## src/rtl/his_bank_sched_pkg.sv

```systemverilog
// -----------------------------------------------------------------------------
// his_pkg
// Shared types and constants for the histogram bank scheduler.
//   his_state_e  : scheduler FSM state (CLEAR sweep, event acquisition, wait
//                  for the reader to release the other bank)
//   PIX_W/ACQ_W/IN_W : widths of the pixel, acquisition and in-slot counters
//   DEF_*        : default frame geometry
// -----------------------------------------------------------------------------
package his_pkg;

    typedef enum logic [1:0] {
        ST_CLEAR = 2'd0,
        ST_ACQ   = 2'd1,
        ST_WAIT  = 2'd2
    } his_state_e;

    localparam int PIX_W  = 8;
    localparam int ACQ_W  = 16;
    localparam int IN_W   = 2;
    localparam int DROP_W = 16;

    localparam int DEF_DATA_NUM  = 2;
    localparam int DEF_PIXEL_NUM = 200;
    localparam int DEF_ACQ_NUM   = 33333;

    function automatic int max_int(input int a, input int b);
        return (a > b) ? a : b;
    endfunction

endpackage

```

## src/rtl/his_bank_sched_if.sv

```systemverilog
// -----------------------------------------------------------------------------
// his_bank_sched_if
// Bundles the event input, RAM write command, reader handshake and debug
// observation signals of the bank scheduler.
//   slave  : scheduler side (consumes events / rd_done, drives everything else)
//   master : environment side (event source, RAM, reader)
//
// Handshakes:
//   Event: an event is taken on a rising clk edge where ev_valid=1 and
//   ev_ready=1; ev_valid=1 with ev_ready=0 is a dropped event (counted in
//   drop_cnt, never retried). Reader: rd_valid=1 means bank rd_bank holds a
//   finished frame; the reader releases it with a one-cycle rd_done pulse.
// -----------------------------------------------------------------------------
interface his_bank_sched_if #(
    parameter int NB = 8
);
    import his_pkg::*;

    logic                ev_valid;
    logic [NB-1:0]       ev_bin;
    logic                ev_ready;
    logic                wr_en;
    logic                wr_clr;
    logic                wr_bank;
    logic [PIX_W-1:0]    wr_pixel;
    logic [NB-1:0]       wr_bin;
    logic                his_num;
    logic                rd_valid;
    logic                rd_bank;
    logic                rd_done;
    logic                frame_done;
    logic [DROP_W-1:0]   drop_cnt;
    his_state_e          dbg_state;
    logic [ACQ_W-1:0]    dbg_acq_cnt;

    modport slave (
        input  ev_valid, ev_bin, rd_done,
        output ev_ready, wr_en, wr_clr, wr_bank, wr_pixel, wr_bin,
               his_num, rd_valid, rd_bank, frame_done, drop_cnt,
               dbg_state, dbg_acq_cnt
    );

    modport master (
        output ev_valid, ev_bin, rd_done,
        input  ev_ready, wr_en, wr_clr, wr_bank, wr_pixel, wr_bin,
               his_num, rd_valid, rd_bank, frame_done, drop_cnt,
               dbg_state, dbg_acq_cnt
    );

endinterface

```

## src/rtl/his_bank_sched_cnt_chain.sv

```systemverilog
// -----------------------------------------------------------------------------
// his_cnt_chain
// Three-stage cascaded wrap counter (inner c0 -> middle c1 -> outer c2).
// Wrap limits are run-time inputs so the same chain serves as the
// in/pixel/acquisition counter during acquisition and as the pixel x bin
// address counter during the clear sweep.
// Ports:
//   clk, res   : clock, async active-high reset
//   i_inc      : advance the cascade by one
//   i_clr      : synchronous clear of all stages (wins over i_inc)
//   i_lim0..2  : last value of each stage before it wraps to 0
//   o_c0..2    : current stage values
//   o_last     : all stages sit at their limit (the next i_inc wraps all)
// -----------------------------------------------------------------------------
module his_cnt_chain #(
    parameter int W0 = 2,
    parameter int W1 = 8,
    parameter int W2 = 16
) (
    input  logic          clk,
    input  logic          res,
    input  logic          i_inc,
    input  logic          i_clr,
    input  logic [W0-1:0] i_lim0,
    input  logic [W1-1:0] i_lim1,
    input  logic [W2-1:0] i_lim2,
    output logic [W0-1:0] o_c0,
    output logic [W1-1:0] o_c1,
    output logic [W2-1:0] o_c2,
    output logic          o_last
);

    logic [W0-1:0] r_c0;
    logic [W1-1:0] r_c1;
    logic [W2-1:0] r_c2;
    logic          w_wrap0;
    logic          w_wrap1;
    logic          w_wrap2;

    assign w_wrap0 = (r_c0 == i_lim0);
    assign w_wrap1 = (r_c1 == i_lim1);
    assign w_wrap2 = (r_c2 == i_lim2);
    assign o_last  = w_wrap0 && w_wrap1 && w_wrap2;

    always_ff @(posedge clk or posedge res) begin
        if (res) begin
            r_c0 <= '0;
            r_c1 <= '0;
            r_c2 <= '0;
        end else if (i_clr) begin
            r_c0 <= '0;
            r_c1 <= '0;
            r_c2 <= '0;
        end else if (i_inc) begin
            if (w_wrap0) begin
                r_c0 <= '0;
                if (w_wrap1) begin
                    r_c1 <= '0;
                    r_c2 <= w_wrap2 ? '0 : r_c2 + 1'b1;
                end else begin
                    r_c1 <= r_c1 + 1'b1;
                end
            end else begin
                r_c0 <= r_c0 + 1'b1;
            end
        end
    end

    assign o_c0 = r_c0;
    assign o_c1 = r_c1;
    assign o_c2 = r_c2;

endmodule

```

## src/rtl/his_bank_sched.sv

```systemverilog
// -----------------------------------------------------------------------------
// his_bank_sched
// Ping-pong bank scheduler for the histogram builder RAM. Clears the write
// bank, turns accepted TDC events into increment commands, and at the end of
// each frame swaps write and read banks, offering the finished bank to the
// reader.
// Ports:
//   clk  : clock
//   res  : asynchronous active-high reset
//   bus  : his_bank_sched_if.slave (events, RAM write command, reader
//          handshake, drop counter, debug state / acquisition count)
// -----------------------------------------------------------------------------
module his_bank_sched
    import his_pkg::*;
#(
    parameter int NB        = 8,
    parameter int DATA_NUM  = DEF_DATA_NUM,
    parameter int PIXEL_NUM = DEF_PIXEL_NUM,
    parameter int ACQ_NUM   = DEF_ACQ_NUM
) (
    input  logic              clk,
    input  logic              res,
    his_bank_sched_if.slave   bus
);

    // Inner stage counts bins during the clear sweep and slot events during
    // acquisition, so it must hold the wider of the two.
    localparam int W0 = max_int(NB, IN_W);

    localparam logic [W0-1:0]    BIN_LIM = W0'((1 << NB) - 1);
    localparam logic [W0-1:0]    IN_LIM  = W0'(DATA_NUM - 1);
    localparam logic [PIX_W-1:0] PIX_LIM = PIX_W'(PIXEL_NUM - 1);
    localparam logic [ACQ_W-1:0] ACQ_LIM = ACQ_W'(ACQ_NUM - 1);

    his_state_e         r_state;
    logic               r_ev_ready;
    logic               r_wr_en;
    logic               r_wr_clr;
    logic               r_wr_bank;
    logic [PIX_W-1:0]   r_wr_pixel;
    logic [NB-1:0]      r_wr_bin;
    logic               r_his_num;
    logic               r_rd_valid;
    logic               r_rd_bank;
    logic               r_frame_done;
    logic [DROP_W-1:0]  r_drop_cnt;

    logic               w_accept;
    logic               w_drop;
    logic               w_swap;
    logic               w_cnt_inc;
    logic [W0-1:0]      w_lim0;
    logic [ACQ_W-1:0]   w_lim2;
    logic [W0-1:0]      w_c0;
    logic [PIX_W-1:0]   w_c1;
    logic [ACQ_W-1:0]   w_c2;
    logic               w_last;

    // ev_ready is registered and only ever 1 in ACQ, so it alone gates acceptance.
    assign w_accept = bus.ev_valid && r_ev_ready;
    assign w_drop   = bus.ev_valid && !r_ev_ready;

    // Swap either on the final event of a frame (reader free or releasing in
    // the same cycle) or when the reader releases the bank while we wait.
    assign w_swap = ((r_state == ST_ACQ) && w_accept && w_last &&
                     (!r_rd_valid || bus.rd_done)) ||
                    ((r_state == ST_WAIT) && bus.rd_done);

    assign w_cnt_inc = (r_state == ST_CLEAR) || w_accept;

    // Clear sweep: bin (inner) x pixel (middle), outer stage pinned at 0.
    assign w_lim0 = (r_state == ST_CLEAR) ? BIN_LIM : IN_LIM;
    assign w_lim2 = (r_state == ST_CLEAR) ? '0 : ACQ_LIM;

    his_cnt_chain #(
        .W0 (W0),
        .W1 (PIX_W),
        .W2 (ACQ_W)
    ) u_cnt (
        .clk    (clk),
        .res    (res),
        .i_inc  (w_cnt_inc),
        .i_clr  (w_swap),
        .i_lim0 (w_lim0),
        .i_lim1 (PIX_LIM),
        .i_lim2 (w_lim2),
        .o_c0   (w_c0),
        .o_c1   (w_c1),
        .o_c2   (w_c2),
        .o_last (w_last)
    );

    always_ff @(posedge clk or posedge res) begin
        if (res) begin
            r_state      <= ST_CLEAR;
            r_ev_ready   <= 1'b0;
            r_wr_en      <= 1'b0;
            r_wr_clr     <= 1'b0;
            r_wr_bank    <= 1'b0;
            r_wr_pixel   <= '0;
            r_wr_bin     <= '0;
            r_his_num    <= 1'b0;
            r_rd_valid   <= 1'b0;
            r_rd_bank    <= 1'b0;
            r_frame_done <= 1'b0;
            r_drop_cnt   <= '0;
        end else begin
            r_wr_en      <= 1'b0;
            r_frame_done <= 1'b0;

            if (w_drop && (r_drop_cnt != {DROP_W{1'b1}})) begin
                r_drop_cnt <= r_drop_cnt + 1'b1;
            end

            // Reader bank bookkeeping; a swap overrides a coincident release.
            if (w_swap) begin
                r_rd_valid   <= 1'b1;
                r_rd_bank    <= r_his_num;
                r_his_num    <= ~r_his_num;
                r_frame_done <= 1'b1;
            end else if (bus.rd_done && r_rd_valid) begin
                r_rd_valid <= 1'b0;
            end

            case (r_state)
                ST_CLEAR: begin
                    r_ev_ready <= 1'b0;
                    r_wr_en    <= 1'b1;
                    r_wr_clr   <= 1'b1;
                    r_wr_bank  <= r_his_num;
                    r_wr_pixel <= w_c1;
                    r_wr_bin   <= w_c0[NB-1:0];
                    if (w_last) begin
                        r_state <= ST_ACQ;
                    end
                end
                ST_ACQ: begin
                    r_ev_ready <= 1'b1;
                    if (w_accept) begin
                        r_wr_en    <= 1'b1;
                        r_wr_clr   <= 1'b0;
                        r_wr_bank  <= r_his_num;
                        r_wr_pixel <= w_c1;
                        r_wr_bin   <= bus.ev_bin;
                        if (w_last) begin
                            r_ev_ready <= 1'b0;
                            r_state    <= w_swap ? ST_CLEAR : ST_WAIT;
                        end
                    end
                end
                ST_WAIT: begin
                    r_ev_ready <= 1'b0;
                    if (bus.rd_done) begin
                        r_state <= ST_CLEAR;
                    end
                end
                default: begin
                    r_ev_ready <= 1'b0;
                    r_state    <= ST_CLEAR;
                end
            endcase
        end
    end

    assign bus.ev_ready    = r_ev_ready;
    assign bus.wr_en       = r_wr_en;
    assign bus.wr_clr      = r_wr_clr;
    assign bus.wr_bank     = r_wr_bank;
    assign bus.wr_pixel    = r_wr_pixel;
    assign bus.wr_bin      = r_wr_bin;
    assign bus.his_num     = r_his_num;
    assign bus.rd_valid    = r_rd_valid;
    assign bus.rd_bank     = r_rd_bank;
    assign bus.frame_done  = r_frame_done;
    assign bus.drop_cnt    = r_drop_cnt;
    assign bus.dbg_state   = r_state;
    assign bus.dbg_acq_cnt = w_c2;

endmodule

```

## src/flat_wrapper.sv

```systemverilog
// flat-port wrapper written by rule: the top's interface ports become plain ports
module his_bank_sched_flat import his_pkg::*;
#(
    parameter int NB        = 8,
    parameter int DATA_NUM  = DEF_DATA_NUM,
    parameter int PIXEL_NUM = DEF_PIXEL_NUM,
    parameter int ACQ_NUM   = DEF_ACQ_NUM
)
  (clk, res, bus_ev_valid, bus_ev_bin, bus_rd_done, bus_ev_ready, bus_wr_en, bus_wr_clr, bus_wr_bank, bus_wr_pixel, bus_wr_bin, bus_his_num, bus_rd_valid, bus_rd_bank, bus_frame_done, bus_drop_cnt, bus_dbg_state, bus_dbg_acq_cnt);
  his_bank_sched_if #(.NB(NB)) bus_i ();
  input  logic clk;
  input  logic res;
  input wire logic [$bits(bus_i.ev_valid)-1:0] bus_ev_valid;
  input wire logic [$bits(bus_i.ev_bin)-1:0] bus_ev_bin;
  input wire logic [$bits(bus_i.rd_done)-1:0] bus_rd_done;
  output wire logic [$bits(bus_i.ev_ready)-1:0] bus_ev_ready;
  output wire logic [$bits(bus_i.wr_en)-1:0] bus_wr_en;
  output wire logic [$bits(bus_i.wr_clr)-1:0] bus_wr_clr;
  output wire logic [$bits(bus_i.wr_bank)-1:0] bus_wr_bank;
  output wire logic [$bits(bus_i.wr_pixel)-1:0] bus_wr_pixel;
  output wire logic [$bits(bus_i.wr_bin)-1:0] bus_wr_bin;
  output wire logic [$bits(bus_i.his_num)-1:0] bus_his_num;
  output wire logic [$bits(bus_i.rd_valid)-1:0] bus_rd_valid;
  output wire logic [$bits(bus_i.rd_bank)-1:0] bus_rd_bank;
  output wire logic [$bits(bus_i.frame_done)-1:0] bus_frame_done;
  output wire logic [$bits(bus_i.drop_cnt)-1:0] bus_drop_cnt;
  output wire logic [$bits(bus_i.dbg_state)-1:0] bus_dbg_state;
  output wire logic [$bits(bus_i.dbg_acq_cnt)-1:0] bus_dbg_acq_cnt;
  assign bus_i.ev_valid = bus_ev_valid;
  assign bus_i.ev_bin = bus_ev_bin;
  assign bus_i.rd_done = bus_rd_done;
  assign bus_ev_ready = bus_i.ev_ready;
  assign bus_wr_en = bus_i.wr_en;
  assign bus_wr_clr = bus_i.wr_clr;
  assign bus_wr_bank = bus_i.wr_bank;
  assign bus_wr_pixel = bus_i.wr_pixel;
  assign bus_wr_bin = bus_i.wr_bin;
  assign bus_his_num = bus_i.his_num;
  assign bus_rd_valid = bus_i.rd_valid;
  assign bus_rd_bank = bus_i.rd_bank;
  assign bus_frame_done = bus_i.frame_done;
  assign bus_drop_cnt = bus_i.drop_cnt;
  assign bus_dbg_state = bus_i.dbg_state;
  assign bus_dbg_acq_cnt = bus_i.dbg_acq_cnt;
  his_bank_sched #(.NB(NB), .DATA_NUM(DATA_NUM), .PIXEL_NUM(PIXEL_NUM), .ACQ_NUM(ACQ_NUM)) u_core (.clk(clk), .res(res), .bus(bus_i));
endmodule
```

## config.mk

```make
export PLATFORM = sky130hd
export DESIGN_NAME = his_bank_sched_flat
export DESIGN_NICKNAME = d
export VERILOG_FILES = /design/src/rtl/his_bank_sched_pkg.sv /design/src/rtl/his_bank_sched_if.sv /design/src/rtl/his_bank_sched_cnt_chain.sv /design/src/rtl/his_bank_sched.sv /design/src/flat_wrapper.sv
export SDC_FILE = /design/constraint.sdc
export NUM_CORES = 1
export LEC_CHECK = 0
export ABC_AREA = 1
export CORE_MARGIN = 3
export CORE_UTILIZATION = 48
export CTS_CLUSTER_SIZE = 20
export DETAILED_ROUTE_END_ITERATION = 12
export GPL_ROUTABILITY_DRIVEN = 1
export GPL_TIMING_DRIVEN = 1
export PLACE_DENSITY = 0.76
export SLEW_MARGIN = 20
export SYNTH_ARGS = -nofsm -noshare
export SYNTH_HDL_FRONTEND = slang
export SYNTH_SLANG_ARGS = --single-unit
export TNS_END_PERCENT = 30
```

## constraint.sdc

```tcl
create_clock -name clk -period 2.19 [get_ports clk]
set_input_delay 0.3285 -clock clk [delete_from_list [all_inputs] [get_ports clk]]
set_output_delay 0.3285 -clock clk [all_outputs]
set_load 0.02 [all_outputs]
```

==> images/layer_met3.png <==
Scale bar: 20 µm.
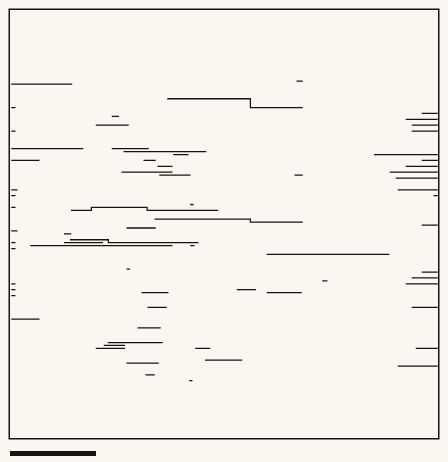
share of all routed wire: 5.0%
nets with wire on the layer: 57

==> images/placement.png <==
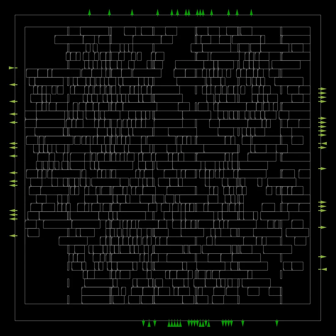
flop count: 74
core area: 0.00830 mm²
Filler Cells Inserted: 672

==> flow_summary.toml <==
# yosys + openroad results
[critical_path]
cp.required_ns = 2.43
crit_arrival_ns = 2.27
slowest_stage = "dfrtp_1"
rrSetupSlack_ns = 0.16
crit_chain = "inv_1 -> ha_1 -> inv_1 -> nor2_1 -> nand3_1 -> nor2_1 -> nand2_1 -> nor2_2 -> nand3_4 -> nand2_4 -> clkinvlp_4 -> o211ai_1 -> nand2_1"
rr_worst_depth = 13
cpPeakStageDelay_ns = 0.39
r2r_start = "u_core.u_cnt.o_c2[0]$_DFFE_PP0P_"
critical_path_class = "reg2reg"
start_kind = "flop"
startpoint = "u_core.u_cnt.o_c2[0]$_DFFE_PP0P_"
crit_end = "u_core.u_cnt.o_c1[6]$_DFFE_PP0P_"
end_kind = "flop"
path_max_fanout = 9
worstReg2RegEnd = "u_core.u_cnt.o_c1[6]$_DFFE_PP0P_"

[place]
place_inst = 715
placed_area_mm2 = 0.00509
preCtsSetupSlack_ns = 0.0559
gp_congestion = 0.934
port-buffer-count = 69
dp_hpwl_mm = 7.49

[sta]
finalSetupViolCount = 0
setup_ws_ns = 0.162
period_used_share = 0.926
tns_ns = 0
drv_slew = 0
holdWs_ns = 0.345
relSlewSlack = 0.679
period_needed_ns = 2.03
worst_pin_slew_ns = 0.481
fin_skew_ns = 0.00785
fmax_mhz = 493
hold_violations = 0

[synth]
syn_avg_cell_area_um2 = 7.79
ff_type = "dfrtp_1"
yosys_warnings = 0
syn-cell-area_mm2 = 0.00416
synthCells = 534
yosys.cell_types.count = 33
area_leaders = "dfrtp_1 (45%), nand2_1 (13%), nor2_1 (7.7%), xor2_1 (6.1%), nand3_1 (4.8%)"
synth.top_cell.area_share = 0.445
common_cells = "nand2_1 (143), nor2_1 (85), dfrtp_1 (74)"
syn_nets = 551
synth-edff-count = 0
yosysMostFrequentCell = "nand2_1"
yosysCellCount = 534
yosysTopAreaCell = "dfrtp_1"
ys_seq_frac = 0.445
ys_area_mm2 = 0.00416
ys_seq_elements = 74
async_flop_share = 1.00

[clock_network]
cts_root_buffer = "clkbuf_8"
cts_made_buffers = 9
cts_hold_buf = 0
clock_sinks = 74
tritoncts = "done"
cts_setup_buffers = 0
clk_pin_slew_ns = 0.08
clk_latency_ns = 0.36
clockBufferDepth = 2
cts_htree_levels = 3

[final_layout]
diodes = 0
area_delta_synth_final_pct = 29.1
finalCoreUtilization = 0.647
nNetsFinal = 639
drive_gt1_frac = 0.105
design_area_mm2 = 0.00537
final_cells = 732

[routing]
drc = 0
wl_mm = 10.3
ant_nets = 0
vias = 3802
dr.pass1.iters = 5
drt_iter0_drc = 166
wl_per_cell_um = 14.1
viasPerCell = 5.19

[floorplanning]
ioPinCount = 70
die_width_um = 99.1
dieArea_mm2 = 0.00982
die_y_um = 99.1
num_rows = 33
fp_util = 0.501

[global_route]
grt_max_degree = 34
overflow = 0
grt_usage = 0.220
first_global_vias = 3649
antenna_found_initial = 0
grt_pass1_wl_mm = 17.6

[flow_run]
warnings = 27
cap_violations = 0

[status]
status = "finished clean"

[power_and_ir_drop]
ir_worst_vdd_v = 0.000348
powerDensity_mw_per_mm2 = 819
p_leak_nw = 2.54
total_power_w = 0.00440

[worst_hold_path]
hold_class = "in2async"
## layer usage
metal,up-vias,part of all wire,track usage
li1,1887,-,-
met1,1800,0.46,0.309
met2,98,0.48,0.349
met3,17,0.050,0.0418
met4,0,0.016,0.0630
met5,-,0,0
## cell type report
cell class                 count  area (µm²)  share of cell area
multi-input combinational    394        2030               0.378
sequential                    74        1850               0.345
tap                          105         131              0.0245
clock buffer                   9         124              0.0231
timing repair buffer          93         916               0.171
timing repair inverter         1        7.51             0.00140
inverter                      49         191              0.0357
clock inverter                 7         118              0.0219
## report_power, final
part | switching [W] | internal [W]
Clock | 0.000536 | 0.000756
Sequential | 0.000261 | 0.00160
Combinational | 0.000679 | 0.000560
## layout by cell type, fill, tap and decap left out, types with 4 or more instances in the layout
cell,count
a21oi_1,4
ha_1,5
clkbuf_8,9
nor2_1,84
dfrtp_1,74
nand3_1,40
nand2_1,143
clkdlybuf4s50_1,69
o21ai_0,13
a31oi_1,8
buf_4,19
xnor2_1,8
nand4_1,17
inv_1,46
mux2_2,5
nor3_1,10
xor2_1,29
## cells by family after synthesis
group                      after synthesis  synth area share
AOI/OAI and AO/OA                       34            0.0487
xor gates and xnor gates                37            0.0779
adders and majority gates                5            0.0150
buffers and inverters                   66            0.0722
DFF                                     74             0.445
muxes                                    5            0.0135
and+or+nand+nor                        313             0.327
## worst max-delay path, delay by kind of cell, from the launching register on
family | cells | cell delay [ns]
adder cells (fa/ha/maj) | 1 | 0.20
AND/OR/NAND/NOR | 8 | 0.84
AND-OR/OR-AND | 1 | 0.11
flip-flops | 1 | 0.39
buffers and inverters | 3 | 0.37
## timing repair
action | in CTS | in global routing
resized | 0 | 8
endpoints found under the setup margin | 0 | 30
endpoints found under the hold margin | 0 | 0
